Design spi_frame_sequencer, sky130hd; sources not shown.
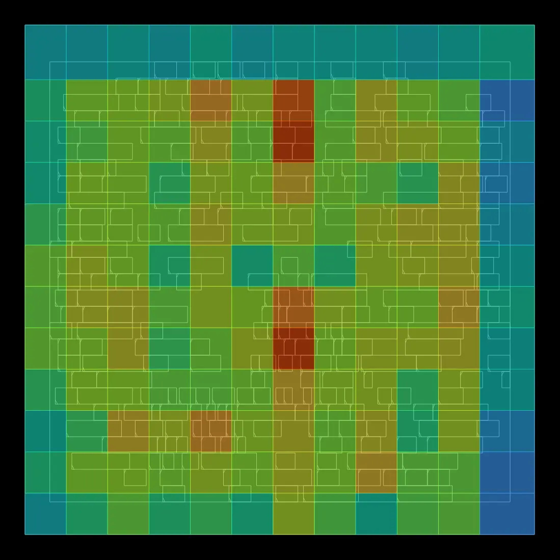
Run 1: congestion heat map
GRT Total Usage: 13.9%
GR Util met1: 18.8%

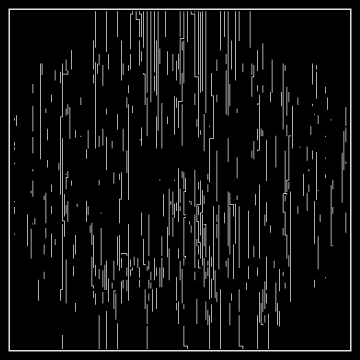
Run 1: metal 2
(4 px per um)
longest straight run = 29.7 um
wire length on this layer = 2220 um
share of all routed wire = 47%
met2 GRT Util: 21.0%
Routed WL: 4730 um

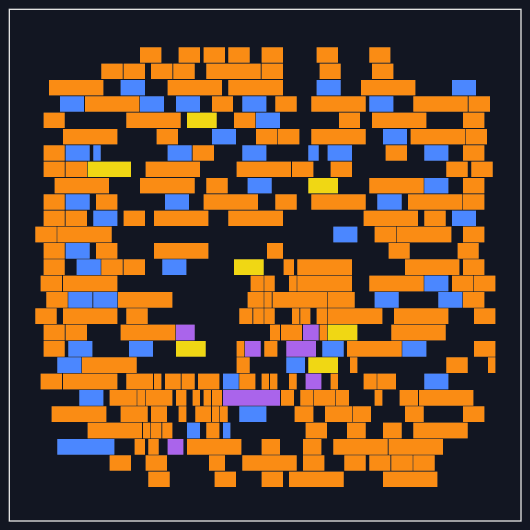
Run 1: drive-strength map
(6 px per um)
drive 1 or less -> orange  # cells 202, most used clkdlybuf4s50_1
drive 2 -> blue  # cells 47, most used mux2_2
drive 3 to 4 -> purple  # cells 7, most used buf_4
drive 6 and up -> yellow  # cells 7, most used clkbuf_8
nonclk buf count: 86
final setup margin: 0.456 ns
final instance area: 0.00334 mm2
Area Overhead vs Synth: 40.9%

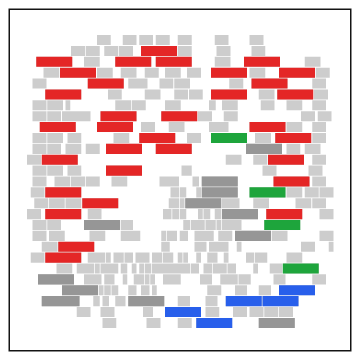
Run 1: sequential cells coloured by netlist name
(4 px per um) Other sequential cells in the stronger grey, the rest of the logic in the fainter grey.
buf_addr -> green  # placed flops 4, where right middle
buf_data -> red  # placed flops 32
frame_words -> blue  # placed flops 5
Final Core Density: 59.3%
Seq power: 0.00149 W
register area: 0.00133 mm2
sequential cell area share: 39.7%

==> flow_summary_export.csv, run 1 <==
group,metric,value,unit
final_layout,drive_gt1_share,23.2,%
yosys,xor_area_share,1.48,%
yosys,async_reset_ff_share,100,%
final_layout,final_nets,305,
yosys,ys_cells,180,
drt,wl_per_cell,14.1,um
power_and_ir_drop,seqPwrFrac,35.7,%
yosys,topCombFamilyByArea,"multiplexers",
clocking,ctsHtreeMaxLevel,2,
global_routing,grt-ovfl-total,0,
min_path,holdCritPathClass,"input pin to asynchronous set/reset pin",
timing,tns,0,ns
placed_design,dp.cells,327,
clocking,cts_buffers,5,
drt,final_antenna_net_count,0,
yosys,synth.net_count,223,
clocking,clock_path_buffers,2,
final_layout,diodes,0,
drt,dr.pass1.iters,4,
job,warning_count,30,
global_routing,grt.busiest_layer,"met2",
timing,fin_crit,1.94,ns
final_layout,lay_top_cells,"clkdlybuf4s50_1, dfrtp_1, mux2_2",
status,status,"completed",
final_layout,final_common_cell,"clkdlybuf4s50_1",
setup_path,reg2reg_depth,7,
power_and_ir_drop,pwr-share-clk,12.3,%
clocking,cts_resized,0,
drt,dr_wl_met2,2220,um
clocking,root_buffer,"clkbuf_8",
power_and_ir_drop,power.switching,0.00152,W
drt,vias,1673,
timing,finalCritPeriodShare,81.0,%
final_layout,largest_reg_flops,32,
final_layout,fin_cells,335,
global_routing,grt_pass1_vias,1655,
## run 1: layout make-up
type | instances | area share (%)
tap | 72 | 2.69
timing repair buffer | 86 | 25.7
clock inverter | 2 | 0.412
multi-input combinational | 108 | 28.1
sequential | 53 | 39.7
clock buffer | 6 | 2.47
inverter | 8 | 0.898
## run 1: synthesized netlist by cell type (2+ instances only)
cell type | instances | area share, %
buf_2 | 5 | 1.1
a21oi_1 | 2 | 0.42
o31ai_1 | 4 | 1.3
inv_1 | 7 | 1.1
and2_1 | 3 | 0.79
nand4_1 | 2 | 0.53
o2bb2ai_1 | 5 | 1.8
mux2_2 | 38 | 18
o211ai_1 | 2 | 0.63
ha_1 | 6 | 3.2
nand2_1 | 10 | 1.6
nor2_1 | 3 | 0.47
buf_4 | 4 | 1.3
buf_6 | 2 | 0.95
xor2_1 | 3 | 1.1
nand2b_1 | 3 | 0.79
and3_1 | 2 | 0.53
o21ai_0 | 7 | 1.5
nand3_1 | 3 | 0.63
dfrtp_1 | 52 | 55
## run 1: power by group through the flow
| stage | sequential (W) | clock, W | combinational [W] |
|---|---|---|---|
| after floorplan | 0.00191 | 0 | 0.000881 |
| after global placement | 0.00150 | 0 | 0.00219 |
| after detailed placement | 0.00152 | 0 | 0.00220 |
| after CTS | 0.00150 | 0.000542 | 0.00221 |
| after global routing | 0.00156 | 0.000574 | 0.00236 |
| final | 0.00149 | 0.000514 | 0.00218 |
## run 1: worst max-delay path: stages (launching register included)
cell	delay, ns
dfrtp_1	0.42
inv_1	0.09
ha_1	0.27
inv_2	0.09
or2_2	0.31
nand2_1	0.13
o211ai_2	0.17
a21bo_1	0.23
Run 1, zoomed window:
Window x 30 to 55, y 30 to 55 um. Cells in grey, sequential cells in the stronger grey; small squares are vias.
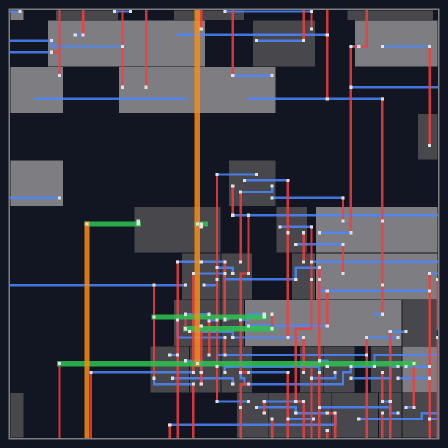

--- run 2 (diff from run 1) ---
PLACE_DENSITY = 0.72   (was 0.69)
clock period = 1.6 ns   (was 2.4 ns; I/O delays follow)
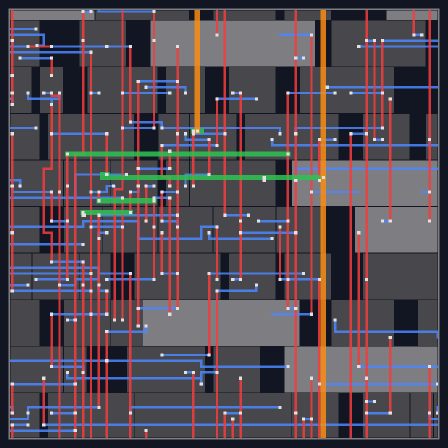
Run 2: zoomed window
Window x 30 to 55, y 30 to 55 um. Cells in grey, sequential cells in the stronger grey; small squares are vias.
met1 -> blue
met4 -> orange
met2 -> red
met3 -> green
sequential cells in the window = 5
most frequent = buf_4 (13)
cells with their middle in the window = 48

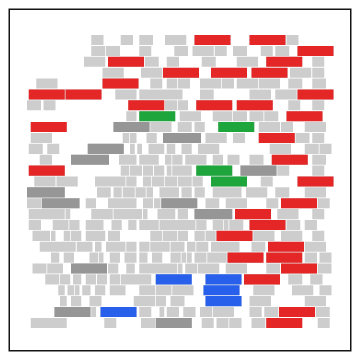
Run 2: sequential cells coloured by netlist name
(4 px per um) Other sequential cells in the stronger grey, the rest of the logic in the fainter grey.
register area: 0.00133 mm2
Seq power: 0.00228 W
sequential cell area share: 33.5%
Final Core Density: 70.4%

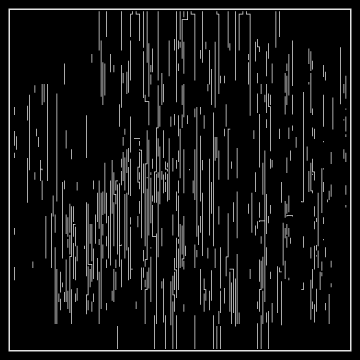
Run 2: metal 2
(4 px per um)
met2 GRT Util: 24.8%
DR vias: 1849
Routed WL: 6010 um

==> run 2 against run 1 <==
Against the previous run:
- the flow now finishes with violations (negative setup slack)
- global-route usage rose by 2.2 points
- non-clock buffer count rose by 38
- via count rose by 11%
- fmax rose by 5.4%
- sequential cell count did not move
- die size did not move
- area after synthesis did not move
- setup slack got worse by 0.70 ns
- critical path type unchanged
- largest power group unchanged
==> flow_summary_export.csv, run 2 <==
group,metric,value,unit
clocking,cts_buffers,5,
drt,dr_wl_met2,2850,um
placed_design,dp.cells,353,
status,violations,"negative setup slack",
yosys,synth.net_count,223,
timing,final.setup.worst_slack,-0.244,ns
power_and_ir_drop,pwr-share-clk,12.3,%
timing,tns,-6.18,ns
final_layout,largest_reg_flops,32,
status,status,"finished with violations",
drt,final_antenna_net_count,0,
setup_path,reg2reg_depth,8,
power_and_ir_drop,power.switching,0.00277,W
final_layout,diodes,0,
final_layout,drive_gt1_share,43.9,%
yosys,synthDominantCellAreaShare,54.8,%
setup_path,slowest_delay,0.44,ns
setup_path,cp_slowest_cell,"dfrtp_2",
timing,setup_viol,49,
drt,dr.pass1.iters,4,
global_routing,grt-ovfl-total,0,
min_path,holdCritPathClass,"input pin to asynchronous set/reset pin",
final_layout,lay_top_cells,"dfrtp_1, dlygate4sd2_1, mux2_4",
clocking,ctsHtreeMaxLevel,2,
job,warning_count,33,
yosys,common_cells,"dfrtp_1, mux2_2, nand2_1",
final_layout,area_growth,67.4,%
global_routing,grt_pass1_vias,1903,
yosys,ys_cells,180,
clocking,clock_path_buffers,2,
final_layout,final_nets,343,
power_and_ir_drop,seqPwrFrac,30.3,%
drt,wl_per_cell,16.1,um
setup_path,worstPathCellList,"inv_2, ha_4, nand2b_4, nor4_4, nand2_2, buf_6, o211ai_4, o2bb2ai_1",
global_routing,grt_use_total,16.1,%
yosys,ys_top_cells_by_area,"dfrtp_1, mux2_2, ha_1, o2bb2ai_1, nand2_1",
timing,fin_crit,1.84,ns
yosys,most_common_cell,"dfrtp_1",
-- run 2: cell counts after synthesis --
No cell type changed its count.
-- run 2: timing repair --
action                                  in CTS  in global routing
endpoints found under the setup margin      94                 49
pin swaps                                   10                 13
buffers inserted                             7                  5
gates resized                               69                 25
-- run 2: per-layer routing --
metal	global-route usage (%)	up-vias
met5	0	-
met4	4.32	0
met3	4.08	7
met2	24.8	63
met1	22.7	909
li1	-	870
-- run 2: cells by family (layout without fill, tap and decap cells) --
logic type | after synthesis | count (layout) | synth area share, %
xor+xnor | 4 | 4 | 1.48
compound gates | 27 | 27 | 9.23
fa+ha+maj | 6 | 6 | 3.16
other cells | 1 | 1 | 0.158
mux | 39 | 39 | 18.5
simple gates | 31 | 31 | 7.06
flops | 53 | 53 | 55.9
buf+inv | 19 | 140 | 4.53
-- run 2: critical path: cells and delay by family (launching register included) --
kind,cells,cell delay (ns)
fa+ha+maj,1,0.14
flops,1,0.44
compound gates,2,0.30
buf+inv,2,0.22
simple gates,3,0.52
-- run 2: power by group through the flow --
stage,combinational [W],clock [W],sequential (W)
after floorplan,0.00179,0,0.00289
after global routing,0.00459,0.00100,0.00237
after global placement,0.00400,0,0.00228
after detailed placement,0.00405,0,0.00231
after CTS,0.00399,0.000953,0.00227
final,0.00432,0.000922,0.00228
-- run 2: final cells by class --
type / instances / area, um2
clock inverters: 2 / 38.8
multi-input cells: 108 / 1250
well taps: 72 / 90.1
clock buffers: 6 / 72.6
flip-flops and latches: 53 / 1330
fillers: 411 / 1670
inverters: 8 / 38.8
repair buffers: 124 / 1150
Power figures rest on the tool's default switching activity, not on a simulated workload.
